Fig. 1: run 1, met3 routing
Drawn at 1.5 px/um.
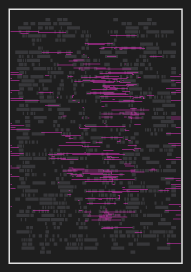
Fig. 2: run 1, where the registers sit
Drawn at 2 px/um.
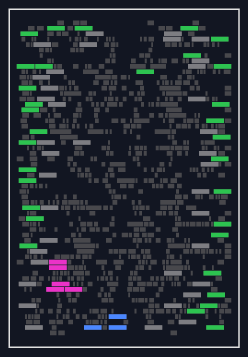
Fig. 3: run 1, sizing map
Drawn at 2 px/um.
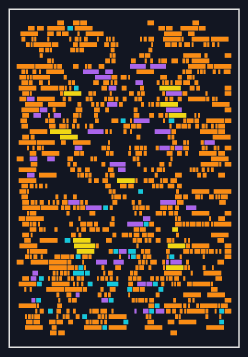
File: src/rtl/iter_shifter_if.sv
// rtl/iter_shifter_if.sv - request/result bundle between the sequencer and the shift unit
interface iter_shifter_if #(
    parameter int WIDTH = 32
);
    localparam int SHW = $clog2(WIDTH);

    logic             start;
    logic [2:0]       op;
    logic [WIDTH-1:0] data_in;
    logic [SHW-1:0]   shamt;
    logic             busy;
    logic             done;
    logic [WIDTH-1:0] result;
    logic             carry;

    modport master (
        output start, op, data_in, shamt,
        input  busy, done, result, carry
    );

    modport slave (
        input  start, op, data_in, shamt,
        output busy, done, result, carry
    );
endinterface

File: src/rtl/iter_shifter.sv
// rtl/iter_shifter.sv - multi-cycle SHR/SHRA/SHL/ROR/ROL unit shifting up to STEP bits per clock
module iter_shifter #(
    parameter int WIDTH = 32,
    parameter int STEP  = 1
) (
    input  logic          clk_i,
    input  logic          clear_i,
    iter_shifter_if.slave bus
);
    localparam int SHW = $clog2(WIDTH);

    localparam logic [2:0] OP_SHR  = 3'b000;
    localparam logic [2:0] OP_SHRA = 3'b001;
    localparam logic [2:0] OP_SHL  = 3'b010;
    localparam logic [2:0] OP_ROR  = 3'b011;
    localparam logic [2:0] OP_ROL  = 3'b100;

    typedef enum logic [1:0] {S_IDLE, S_SHIFT, S_DONE} state_t;

    state_t           state_q;
    logic [WIDTH-1:0] acc_q;
    logic [SHW-1:0]   rem_q;
    logic [2:0]       op_q;
    logic [WIDTH-1:0] result_q;
    logic             carry_q;
    logic             busy_q;
    logic             done_q;

    logic [SHW-1:0]   k_d;
    logic [SHW-1:0]   wrap_d;
    logic [WIDTH-1:0] acc_d;
    logic             carry_d;

    // rem_q never reaches WIDTH, so the STEP constant only matters when it fits in SHW bits.
    always_comb begin
        k_d     = (int'(rem_q) < STEP) ? rem_q : SHW'(STEP);
        wrap_d  = ~k_d + SHW'(1);
        acc_d   = acc_q;
        carry_d = 1'b0;
        case (op_q)
            OP_SHR: begin
                acc_d   = acc_q >> k_d;
                carry_d = acc_q[k_d - SHW'(1)];
            end
            OP_SHRA: begin
                acc_d   = $signed(acc_q) >>> k_d;
                carry_d = acc_q[k_d - SHW'(1)];
            end
            OP_SHL: begin
                acc_d   = acc_q << k_d;
                carry_d = acc_q[wrap_d];
            end
            OP_ROR: begin
                acc_d   = (acc_q >> k_d) | (acc_q << wrap_d);
                carry_d = acc_d[WIDTH-1];
            end
            OP_ROL: begin
                acc_d   = (acc_q << k_d) | (acc_q >> wrap_d);
                carry_d = acc_d[0];
            end
            default: begin
                acc_d   = acc_q;
                carry_d = 1'b0;
            end
        endcase
    end

    always_ff @(posedge clk_i or negedge clear_i) begin
        if (!clear_i) begin
            state_q  <= S_IDLE;
            acc_q    <= '0;
            rem_q    <= '0;
            op_q     <= '0;
            result_q <= '0;
            carry_q  <= 1'b0;
            busy_q   <= 1'b0;
            done_q   <= 1'b0;
        end else begin
            case (state_q)
                S_IDLE: begin
                    if (bus.start) begin
                        acc_q  <= bus.data_in;
                        rem_q  <= bus.shamt;
                        op_q   <= bus.op;
                        busy_q <= 1'b1;
                        // Zero shifts and reserved ops complete as a pass-through.
                        if (bus.shamt == '0 || bus.op > OP_ROL) begin
                            result_q <= bus.data_in;
                            carry_q  <= 1'b0;
                            done_q   <= 1'b1;
                            state_q  <= S_DONE;
                        end else begin
                            state_q  <= S_SHIFT;
                        end
                    end
                end
                S_SHIFT: begin
                    acc_q <= acc_d;
                    rem_q <= rem_q - k_d;
                    if (rem_q == k_d) begin
                        result_q <= acc_d;
                        carry_q  <= carry_d;
                        done_q   <= 1'b1;
                        state_q  <= S_DONE;
                    end
                end
                S_DONE: begin
                    done_q  <= 1'b0;
                    busy_q  <= 1'b0;
                    state_q <= S_IDLE;
                end
                default: begin
                    done_q  <= 1'b0;
                    busy_q  <= 1'b0;
                    state_q <= S_IDLE;
                end
            endcase
        end
    end

    assign bus.busy   = busy_q;
    assign bus.done   = done_q;
    assign bus.result = result_q;
    assign bus.carry  = carry_q;
endmodule

File: src/flat_wrapper.sv
// flat-port wrapper written by rule: the top's interface ports become plain ports
module iter_shifter_flat 
#(
    parameter int WIDTH = 32,
    parameter int STEP  = 1
)
  (clk_i, clear_i, bus_start, bus_op, bus_data_in, bus_shamt, bus_busy, bus_done, bus_result, bus_carry);
  iter_shifter_if #(.WIDTH(WIDTH)) bus_i ();
  input  logic clk_i;
  input  logic clear_i;
  input wire logic [$bits(bus_i.start)-1:0] bus_start;
  input wire logic [$bits(bus_i.op)-1:0] bus_op;
  input wire logic [$bits(bus_i.data_in)-1:0] bus_data_in;
  input wire logic [$bits(bus_i.shamt)-1:0] bus_shamt;
  output wire logic [$bits(bus_i.busy)-1:0] bus_busy;
  output wire logic [$bits(bus_i.done)-1:0] bus_done;
  output wire logic [$bits(bus_i.result)-1:0] bus_result;
  output wire logic [$bits(bus_i.carry)-1:0] bus_carry;
  assign bus_i.start = bus_start;
  assign bus_i.op = bus_op;
  assign bus_i.data_in = bus_data_in;
  assign bus_i.shamt = bus_shamt;
  assign bus_busy = bus_i.busy;
  assign bus_done = bus_i.done;
  assign bus_result = bus_i.result;
  assign bus_carry = bus_i.carry;
  iter_shifter #(.WIDTH(WIDTH), .STEP(STEP)) u_core (.clk_i(clk_i), .clear_i(clear_i), .bus(bus_i));
endmodule
File: config.mk
export PLATFORM = sky130hd
export DESIGN_NAME = iter_shifter_flat
export DESIGN_NICKNAME = d
export VERILOG_FILES = /design/src/rtl/iter_shifter_if.sv /design/src/rtl/iter_shifter.sv /design/src/flat_wrapper.sv
export SDC_FILE = /design/constraint.sdc
export NUM_CORES = 1
export LEC_CHECK = 0
export CAP_MARGIN = 20
export CELL_PAD_IN_SITES_DETAIL_PLACEMENT = 0
export CELL_PAD_IN_SITES_GLOBAL_PLACEMENT = 2
export CORE_ASPECT_RATIO = 1.5
export CORE_MARGIN = 3
export CORE_UTILIZATION = 36
export CTS_CLUSTER_SIZE = 8
export DETAILED_ROUTE_END_ITERATION = 10
export HOLD_SLACK_MARGIN = 0.12
export PLACE_DENSITY_LB_ADDON = 0.2
export SYNTH_ARGS = -nofsm -noshare
export SYNTH_HDL_FRONTEND = slang
export SYNTH_SLANG_ARGS = --single-unit
File: constraint.sdc
create_clock -name clk_i -period 7.4 [get_ports clk_i]
set_input_delay 0.74 -clock clk_i [delete_from_list [all_inputs] [get_ports clk_i]]
set_output_delay 0.74 -clock clk_i [all_outputs]
set_load 0.1 [all_outputs]
==> results.json, run 1 <==
{
  "outcome": "finished clean",
  "worstSetupPathType": "register to register",
  "drcViolationCount": 0,
  "dpl_worst_slack_ns": 3.91,
  "port-buffer-count": 77,
  "grt_util_met1_pct": 36.2,
  "fp.dieArea_sq_um": 19200,
  "cts_setup_buffers": 0,
  "timing.critical_path.buf_inv": 4,
  "grt_setup_unrepaired": "false",
  "wirelength_um": 26500,
  "worstHoldPathType": "input pin to asynchronous set/reset pin",
  "power_leakage_uw": 0.00279,
  "syn_area_per_cell_sq_um": 8.03,
  "clock.fmax_mhz": 281,
  "final_layout_size_suffix_gt1_share_pct": 11.6,
  "worstRegToRegCells": 13,
  "detail_route.vias_per_cell": 6.62,
  "post_synth_inst_count": 787,
  "finish.cell_count_without_fillers": 1021,
  "tool_warnings": 26,
  "worst_slew_pin_slew_ns": 0.998,
  "max_cap_violations": 0,
  "io_pins": 78,
  "grt_remaining_overflow": 0,
  "drt_pass1_iterations": 6,
  "htree_num_levels": 3,
  "cts_sinks": 77,
  "met3_usage_pct": 3.85,
  "post_synth_net_total": 832,
  "busiest_layer": "met2",
  "number_of_antenna_violations_at_the_first_check_in_global_routing": 0,
  "route.detailed.wl_per_inst_um": 26.0,
  "count_of_nets_after_finishing": 850,
  "synthDistinctLibCells": 81,
  "tritoncts.num_buffers": 9,
  "drt_iter0_markers": 733,
  "row_count": 58,
  "critical_path.slowest_cell": "sky130_fd_sc_hd__nor4bb_1",
  "met2_wl_um": 12600,
  "cts.repair.resized": 0,
  "worst_setup_hold_path_clk_slew_ns": 0.07,
  "max_root_sink_buffers": 2
}
Notes on Fig. 1 above:
The longest straight run is 41.9 um. The layer holds 6.9% of the routed length. The layer carries 1840 um of wire.

Notes on Fig. 2 above:
Magenta stands for u_core.rem_q, sequential cells 5, where bottom left. Green stands for u_core.bus.result, sequential cells 32, where spread over the die. Blue stands for u_core.op_q, sequential cells 3.
Another 37 sequential cells are not coloured.
flip-flop and latch share of the layout cell area: 25.8%
Sequential Power: 1090 uW
Post-Route Utilization: 44.0%
Sequential cell area: 1930 sq um

Notes on Fig. 3 above:
Yellow stands for _6 and larger, cells 13, share 1.6%, most used clkbuf_16. Orange stands for _0 and _1 cells, cells 716, share 88%. Purple stands for _2 cells, cells 48, share 5.9%, most used mux2_2. Cyan stands for _3 and _4 cells, cells 33, share 4.1%, most used buf_4.
post-route setup slack: 3.83 ns
number of non-clock buffers in the layout: 103
Synth-to-Final Area Change: 18.4%
design area: 7480 sq um

==> run 1: power by group <==
part	internal [uW]	switching, uW
clock network	331	191
logic	873	1840
registers	631	455
total	1840	2490
==> run 1: sequential cells by signal (all words and copies together) (netlist names) <==
register and count:
u_core.acc_q 32, u_core.bus.busy 1, u_core.bus.done 1, u_core.op_q 3, u_core.rem_q 5, u_core.bus.result 32
u_core.bus.carry 1, u_core.state_q 2
==> run 1: through the flow <==
stage / power [uW] / hold slack [ns]
after floorplan: 2930 / 0.444
after global placement: 3750 / 0.467
after detailed placement: 3770 / 0.473
after CTS: 4310 / 0.156
after global routing: 4570 / 0.157
final: 4320 / 0.164
==> run 1: worst max path at each step <==
stage	cells past startpoint	slack, ns	end	from
after floorplan	12	4.45	u_core.bus.result[23]	u_core.rem_q[4]
after global placement	13	3.91	u_core.acc_q[10]	u_core.rem_q[4]
after detailed placement	13	3.91	u_core.bus.result[10]	u_core.rem_q[4]
after CTS	13	3.87	u_core.bus.result[10]	u_core.rem_q[4]
after global routing	12	3.68	u_core.bus.result[25]	u_core.rem_q[4]
final	13	3.83	u_core.bus.result[10]	u_core.rem_q[4]
==> run 1: final cells by class <==
type                    count  share of cell area [%]
diodes                      1                  0.0335
multi-input cells         600                    52.4
flip-flops and latches     77                    25.8
clock buffers               9                    3.01
inverters                  14                   0.770
well taps                 210                    3.51
repair buffers            103                    12.9
clock inverters             7                    1.62
==> run 1: cells in the mapped netlist, types with 7 or more instances <==
cell type / number / area share (%)
sky130_fd_sc_hd__a211oi_1: 14 / 1.7
sky130_fd_sc_hd__a21oi_1: 39 / 3.1
sky130_fd_sc_hd__a22oi_1: 9 / 1.1
sky130_fd_sc_hd__a31oi_1: 44 / 4.4
sky130_fd_sc_hd__and2_1: 7 / 0.69
sky130_fd_sc_hd__and3_1: 8 / 0.79
sky130_fd_sc_hd__buf_1: 8 / 0.48
sky130_fd_sc_hd__buf_2: 23 / 1.8
sky130_fd_sc_hd__clkbuf_1: 57 / 3.4
sky130_fd_sc_hd__dfrtp_1: 77 / 30
sky130_fd_sc_hd__inv_1: 10 / 0.59
sky130_fd_sc_hd__mux2_2: 15 / 2.7
sky130_fd_sc_hd__mux2i_1: 15 / 2.4
sky130_fd_sc_hd__mux4_2: 13 / 4.6
sky130_fd_sc_hd__nand2_1: 77 / 4.6
sky130_fd_sc_hd__nand3_1: 27 / 2.1
sky130_fd_sc_hd__nand4_1: 11 / 1.1
sky130_fd_sc_hd__nor2_1: 71 / 4.2
sky130_fd_sc_hd__nor3_1: 12 / 0.95
sky130_fd_sc_hd__o211ai_1: 13 / 1.5
sky130_fd_sc_hd__o21ai_0: 50 / 4.0
sky130_fd_sc_hd__o21ai_1: 34 / 2.7
sky130_fd_sc_hd__o31ai_1: 13 / 1.5
==> run 1: cells by family after synthesis <==
group	Yosys count	synth area share, %
DFF	77	30.5
other	1	0.0593
buffers and inverters	110	7.78
and+or+nand+nor	255	19.5
AOI/OAI and AO/OA	299	32.0
muxes	43	9.68
adders and majority gates	2	0.396
Fig. 4: run 1, placement by cell class
Drawn at 3 px/um.
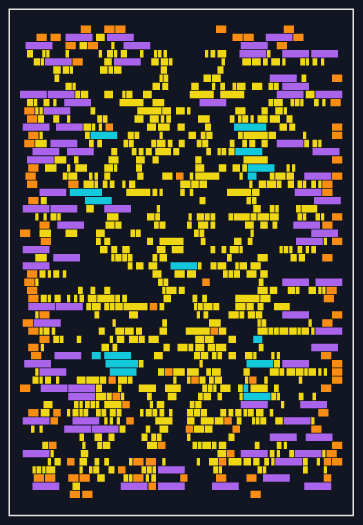

## Run 2: what changed since run 1
Settings changed: CORE_UTILIZATION 36 to 30.
Clock period 7.4 ns to 2.9 ns, I/O delays scaled along.
Fig. 5: run 2, placement by cell class
Drawn at 2 px/um.
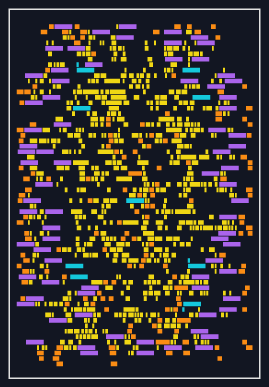
Cyan stands for clock drivers and dummy loads, cells 12. Orange stands for remaining buffers and delay cells, cells 152. Purple stands for sequential cells, cells 77. Yellow stands for combinational and other logic, cells 614.

Fig. 6: run 2, met3 routing
Drawn at 1.5 px/um.
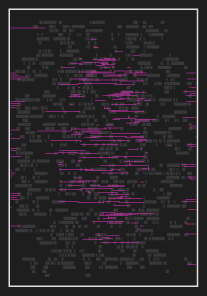
133 nets have wire on it. The layer holds 6.6% of the routed length. The longest straight run is 32.4 um.
met3 Usage GRT: 3.81%
Routed WL: 27500 um
routed vias: 6854

Fig. 7: run 2, where the registers sit
Drawn at 2 px/um.
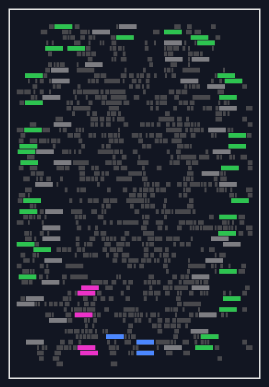
Green stands for u_core.bus.result, sequential cells 32, where spread over the die. Blue stands for u_core.op_q, sequential cells 3. Magenta stands for u_core.rem_q, sequential cells 5.
Another 37 sequential cells are not coloured.

==> results.json, run 2 <==
{
  "drcViolationCount": 0,
  "topCellsByArea": "sky130_fd_sc_hd__dfrtp_1, sky130_fd_sc_hd__mux4_2, sky130_fd_sc_hd__nand2_1",
  "outcome": "finished clean",
  "final_cell_mix": "sky130_fd_sc_hd__buf_4, sky130_fd_sc_hd__nand2_1, sky130_fd_sc_hd__dfrtp_1",
  "worst_slew_pin_slew_ns": 0.747,
  "max_root_sink_buffers": 2,
  "syn_area_per_cell_sq_um": 8.03,
  "post_synth_net_total": 832,
  "finalCriticalPeriod_ns": 2.76,
  "synth.largest_area_cell": "sky130_fd_sc_hd__dfrtp_1",
  "worst_setup_path_startpoint": "u_core.rem_q[3]",
  "num_antenna_cells": 0,
  "max_cap_violations": 0,
  "tritoncts.num_buffers": 9,
  "power_leakage_uw": 0.00303,
  "first_global_vias": 6922,
  "finish.cell_count_without_fillers": 1119,
  "drt_pass1_iterations": 5,
  "worstSetupPathType": "register to register",
  "synthDistinctLibCells": 81,
  "timing_endpoint_of_the_critical_path": "u_core.bus.result[12]",
  "count_of_nets_after_finishing": 899,
  "fp.dieArea_sq_um": 22900,
  "detail_route.vias_per_cell": 6.13,
  "clock.fmax_mhz": 362,
  "yosys.area.top_type_share_pct": 30.5,
  "htree_num_levels": 3,
  "io_pins": 78,
  "row_count": 64,
  "drt_iter0_markers": 623,
  "tool_warnings": 26,
  "post_synth_inst_count": 787,
  "finalSetupViolCount": 0,
  "grt_setup_unrepaired": "false",
  "worstRegToRegCells": 10,
  "route.detailed.wl_per_inst_um": 24.6,
  "setup-tns-final_ns": 0,
  "syn_to_final_growth_pct": 23.3,
  "worst_setup_hold_path_clk_slew_ns": 0.06,
  "number_of_antenna_violations_at_the_first_check_in_global_routing": 0,
  "cts_sinks": 77,
  "global_route_wire_length_before_repair_um": 42800,
  "ctsRootBufferMaster": "sky130_fd_sc_hd__clkbuf_16",
  "worstHoldPathType": "input pin to asynchronous set/reset pin",
  "synth_sequential_area_ratio_pct": 30.5,
  "port-buffer-count": 77,
  "synth.top_cells.by_count": "sky130_fd_sc_hd__dfrtp_1, sky130_fd_sc_hd__nand2_1, sky130_fd_sc_hd__nor2_1",
  "grt_remaining_overflow": 0,
  "finalHoldWorstSlack_ns": 0.401,
  "final_layout_size_suffix_gt1_share_pct": 20.4
}
## run 2: worst min path at each step
stage | end | cells after the start | startpoint
floorplan | u_core.acc_q[0] | 0 | clear_i
global placement | u_core.bus.result[0] | 1 | clear_i
global route | u_core.bus.result[0] | 2 | clear_i
CTS | u_core.op_q[1] | 2 | clear_i
detailed placement | u_core.bus.result[0] | 1 | clear_i
finish | u_core.bus.result[0] | 2 | clear_i
## run 2: per-layer routing
metal  global-route usage (%)  wire length (um)  share of wire (%)  up-vias
met5                        0                 0                  0        -
met1                     29.9             11300                 41     3344
li1                         -                 -                  -     3090
met4                     12.9              1320                4.8        0
met3                     3.81              1800                6.6       88
met2                     40.1             13100                 48      332
## run 2: worst max-delay path, stage by stage (launching register included)
cell and delay (ns):
sky130_fd_sc_hd__dfrtp_1 0.43, sky130_fd_sc_hd__nor2_2 0.09, sky130_fd_sc_hd__nand2_4 0.06, sky130_fd_sc_hd__inv_2 0.04
sky130_fd_sc_hd__ha_2 0.49, sky130_fd_sc_hd__buf_4 0.25, sky130_fd_sc_hd__mux2_2 0.35, sky130_fd_sc_hd__o211ai_1 0.25
sky130_fd_sc_hd__a31oi_1 0.13, sky130_fd_sc_hd__o31ai_1 0.38, sky130_fd_sc_hd__a31oi_1 0.15
## run 2: cells by family (layout without fill, tap and decap cells)
family,count (synthesis),count (layout),share of synthesized area (%)
compound gates,299,299,32.0
simple gates,255,255,19.5
buf+inv,110,178,7.78
flops,77,77,30.5
mux,43,43,9.68
fa+ha+maj,2,2,0.396
other cells,1,1,0.0593
## run 2: through the flow
step	instance area (sq um)	util [%]	total power [uW]	setup slack, ns
5_1_grt	7790	37.8	11700	0.0176
3_5_place_dp	7510	36.5	9920	0.146
3_3_place_gp	7510	36.5	9890	0.163
2_1_floorplan	6320	-	7490	0.0778
4_1_cts	7760	37.7	11000	0.130
6_report	7790	37.8	11000	0.140
## run 2: layout make-up
cell class	count	area (sq um)	area share, %
multi-input combinational	600	3940	50.6
sequential	77	1930	24.7
timing repair buffer	152	1300	16.6
tap	264	330	4.24
clock buffer	12	236	3.04
inverter	14	57.6	0.739
## run 2: where the power goes
part | switching, uW | internal, uW | total, uW
Sequential | 1100 | 1620 | 2720
Combinational | 4860 | 2440 | 7290
Clock | 420 | 561 | 980
## run 2: timing repair
| item | in CTS | in global routing |
|---|---|---|
| endpoints found under the hold margin | 24 | 0 |
| setup buffers | 0 | 0 |
| gates resized | 0 | 5 |
| hold buffers | 1 | 0 |
| endpoints found under the setup margin | 0 | 8 |
Fig. 8: run 2, sizing map
Drawn at 2 px/um.
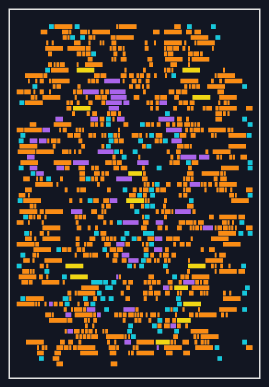

## Run 3: what changed since run 2
Settings changed: CORE_MARGIN 3 to unset, CORE_UTILIZATION 30 to 34.
Clock period 2.9 ns to 2.65 ns, I/O delays scaled along.
Fig. 9: run 3, sizing map
Drawn at 2 px/um.
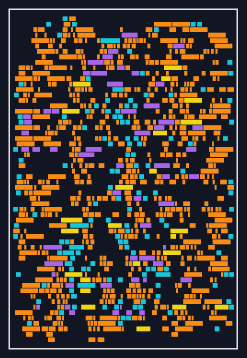
Cyan stands for _3 and _4 cells, cells 135, share 15%, most used buf_4. Purple stands for _2 cells, cells 55, share 6.3%, most used mux2_2. Orange stands for _0 and _1 cells, cells 667, share 76%, most used nand2_1. Yellow stands for _6 and larger, cells 23, share 2.6%, most used clkbuf_16.

Fig. 10: run 3, met3 routing
Drawn at 1.5 px/um.
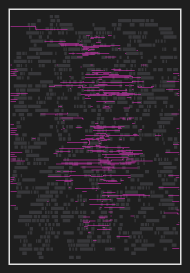
The layer holds 6.6% of the routed length. 148 nets have wire on it. The wires run mostly horizontal.

==> results.json, run 3 <==
{
  "outcome": "finished clean",
  "finalHoldWorstSlack_ns": 0.471,
  "synth.largest_area_cell": "sky130_fd_sc_hd__dfrtp_1",
  "yosys.area.top_type_share_pct": 30.5,
  "post_synth_inst_count": 787,
  "worstSetupPathType": "register to register",
  "drt_iter0_markers": 548,
  "clock.fmax_mhz": 386,
  "power_leakage_uw": 0.00320,
  "placed_instance_area_sq_um": 7660,
  "worst_slew_pin_slew_ns": 0.750,
  "drcViolationCount": 0,
  "synthDistinctLibCells": 81,
  "ctsRootBufferMaster": "sky130_fd_sc_hd__clkbuf_16",
  "finalCriticalPeriod_ns": 2.59,
  "count_of_nets_after_finishing": 920,
  "fp.dieArea_sq_um": 19100,
  "finish.cell_count_without_fillers": 1128,
  "first_global_vias": 7035,
  "route.detailed.wl_per_inst_um": 24.9,
  "io_pins": 78,
  "drt_pass1_iterations": 5,
  "syn_to_final_growth_pct": 29.3,
  "worstHoldPathType": "input pin to asynchronous set/reset pin",
  "cts_sinks": 77,
  "area.sequential_sq_um": 1930,
  "global_route_wire_length_before_repair_um": 42900,
  "final_layout_size_suffix_gt1_share_pct": 24.2,
  "grt_remaining_overflow": 0,
  "synth.top_cells.by_count": "sky130_fd_sc_hd__dfrtp_1, sky130_fd_sc_hd__nand2_1, sky130_fd_sc_hd__nor2_1",
  "detailroute.via_count": 7070,
  "finalSetupViolCount": 0,
  "detail_route.vias_per_cell": 6.27,
  "worst_setup_hold_path_clk_slew_ns": 0.06
}
Fig. 11: run 3, where the registers sit
Drawn at 2 px/um.
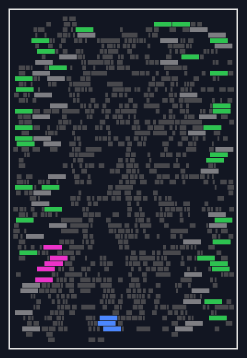
Blue stands for u_core.op_q, sequential cells 3. Green stands for u_core.bus.result, sequential cells 32, where spread over the die. Magenta stands for u_core.rem_q, sequential cells 5, where bottom left.
Another 37 sequential cells are not coloured.

[run 3: cell counts after synthesis]
Identical to the previous run, type by type.
[run 3: repair_timing]
action / 4_1_cts / 5_1_grt
hold buffers: 1 / 0
pin swaps: 1 / 5
hold endpoints to repair: 46 / 0
setup buffers: 0 / 4
gates resized: 4 / 23
setup endpoints to repair: 7 / 41
[run 3: layer usage]
layer / track usage (%) / wire length, um / vias up / part of all wire, %
met5: 0 / 0 / - / 0
met2: 48.4 / 13300 / 382 / 47
li1: - / - / 3134 / -
met1: 36.0 / 11100 / 3436 / 40
met4: 20.1 / 1860 / 0 / 6.6
met3: 4.83 / 1860 / 118 / 6.6
[run 3: cells by family (layout without fill, tap and decap cells)]
logic type,after synthesis,in the layout,share of synthesized area (%)
AND-OR/OR-AND,299,299,32.0
adder cells (fa/ha/maj),2,2,0.396
buffers and inverters,110,203,7.78
flip-flops,77,77,30.5
multiplexers,43,43,9.68
other,1,1,0.0593
AND/OR/NAND/NOR,255,255,19.5
[run 3: layout make-up]
cell class | count | area share (%)
sequential | 77 | 23.6
clock inverter | 5 | 0.996
timing repair buffer | 173 | 18.4
clock buffer | 11 | 2.97
tap | 248 | 3.80
multi-input combinational | 600 | 49.4
inverter | 14 | 0.827
[run 3: metrics by stage]
step | setup slack [ns] | util [%] | power (uW) | TNS [ns]
finish | 0.0576 | 45.1 | 12700 | 0
global route | -0.0660 | 45.1 | 13400 | -0.179
CTS | -0.0123 | 44.3 | 12500 | -0.0123
detailed placement | -0.121 | 42.3 | 11000 | -0.289
global placement | -0.158 | 42.3 | 11000 | -0.314
floorplan | 0.00397 | - | 8200 | 0
[run 3: where the power goes]
group / total (uW) / switching [uW] / internal (uW)
Combinational: 8360 / 5500 / 2860
Sequential: 2980 / 1210 / 1770
Clock: 1370 / 513 / 852
Total: 12700 / 7230 / 5480
[run 3: final timing paths]
| check | slack (ns) | cells past startpoint | end | start |
|---|---|---|---|---|
| worst max-delay path | 0.06 | 12 | u_core.acc_q[10] | u_core.rem_q[2] |
| worst min-delay path | 0.47 | 2 | u_core.acc_q[0] | clear_i |
| worst max register to register | 0.06 | 12 | u_core.acc_q[10] | u_core.rem_q[2] |
| worst min register to register | 0.47 | 2 | u_core.bus.result[26] | u_core.bus.result[26] |
| max in group asynchronous | 1.59 | 3 | u_core.bus.result[13] | clear_i |
| min in group clk_i | 0.47 | 2 | u_core.bus.result[26] | u_core.bus.result[26] |
[run 3: worst max-delay path: stages, from the launching register on]
cell and delay, ns:
sky130_fd_sc_hd__dfrtp_1 0.42, sky130_fd_sc_hd__nor2_2 0.08, sky130_fd_sc_hd__nand2_4 0.07, sky130_fd_sc_hd__inv_4 0.04, sky130_fd_sc_hd__ha_4 0.37, sky130_fd_sc_hd__buf_8 0.17
sky130_fd_sc_hd__clkinvlp_4 0.16, sky130_fd_sc_hd__a31oi_4 0.19, sky130_fd_sc_hd__a311oi_2 0.08, sky130_fd_sc_hd__o32ai_2 0.38, sky130_fd_sc_hd__buf_4 0.18, sky130_fd_sc_hd__o21ai_1 0.06
sky130_fd_sc_hd__mux2_2 0.27
Power and IR drop assume default switching activity.
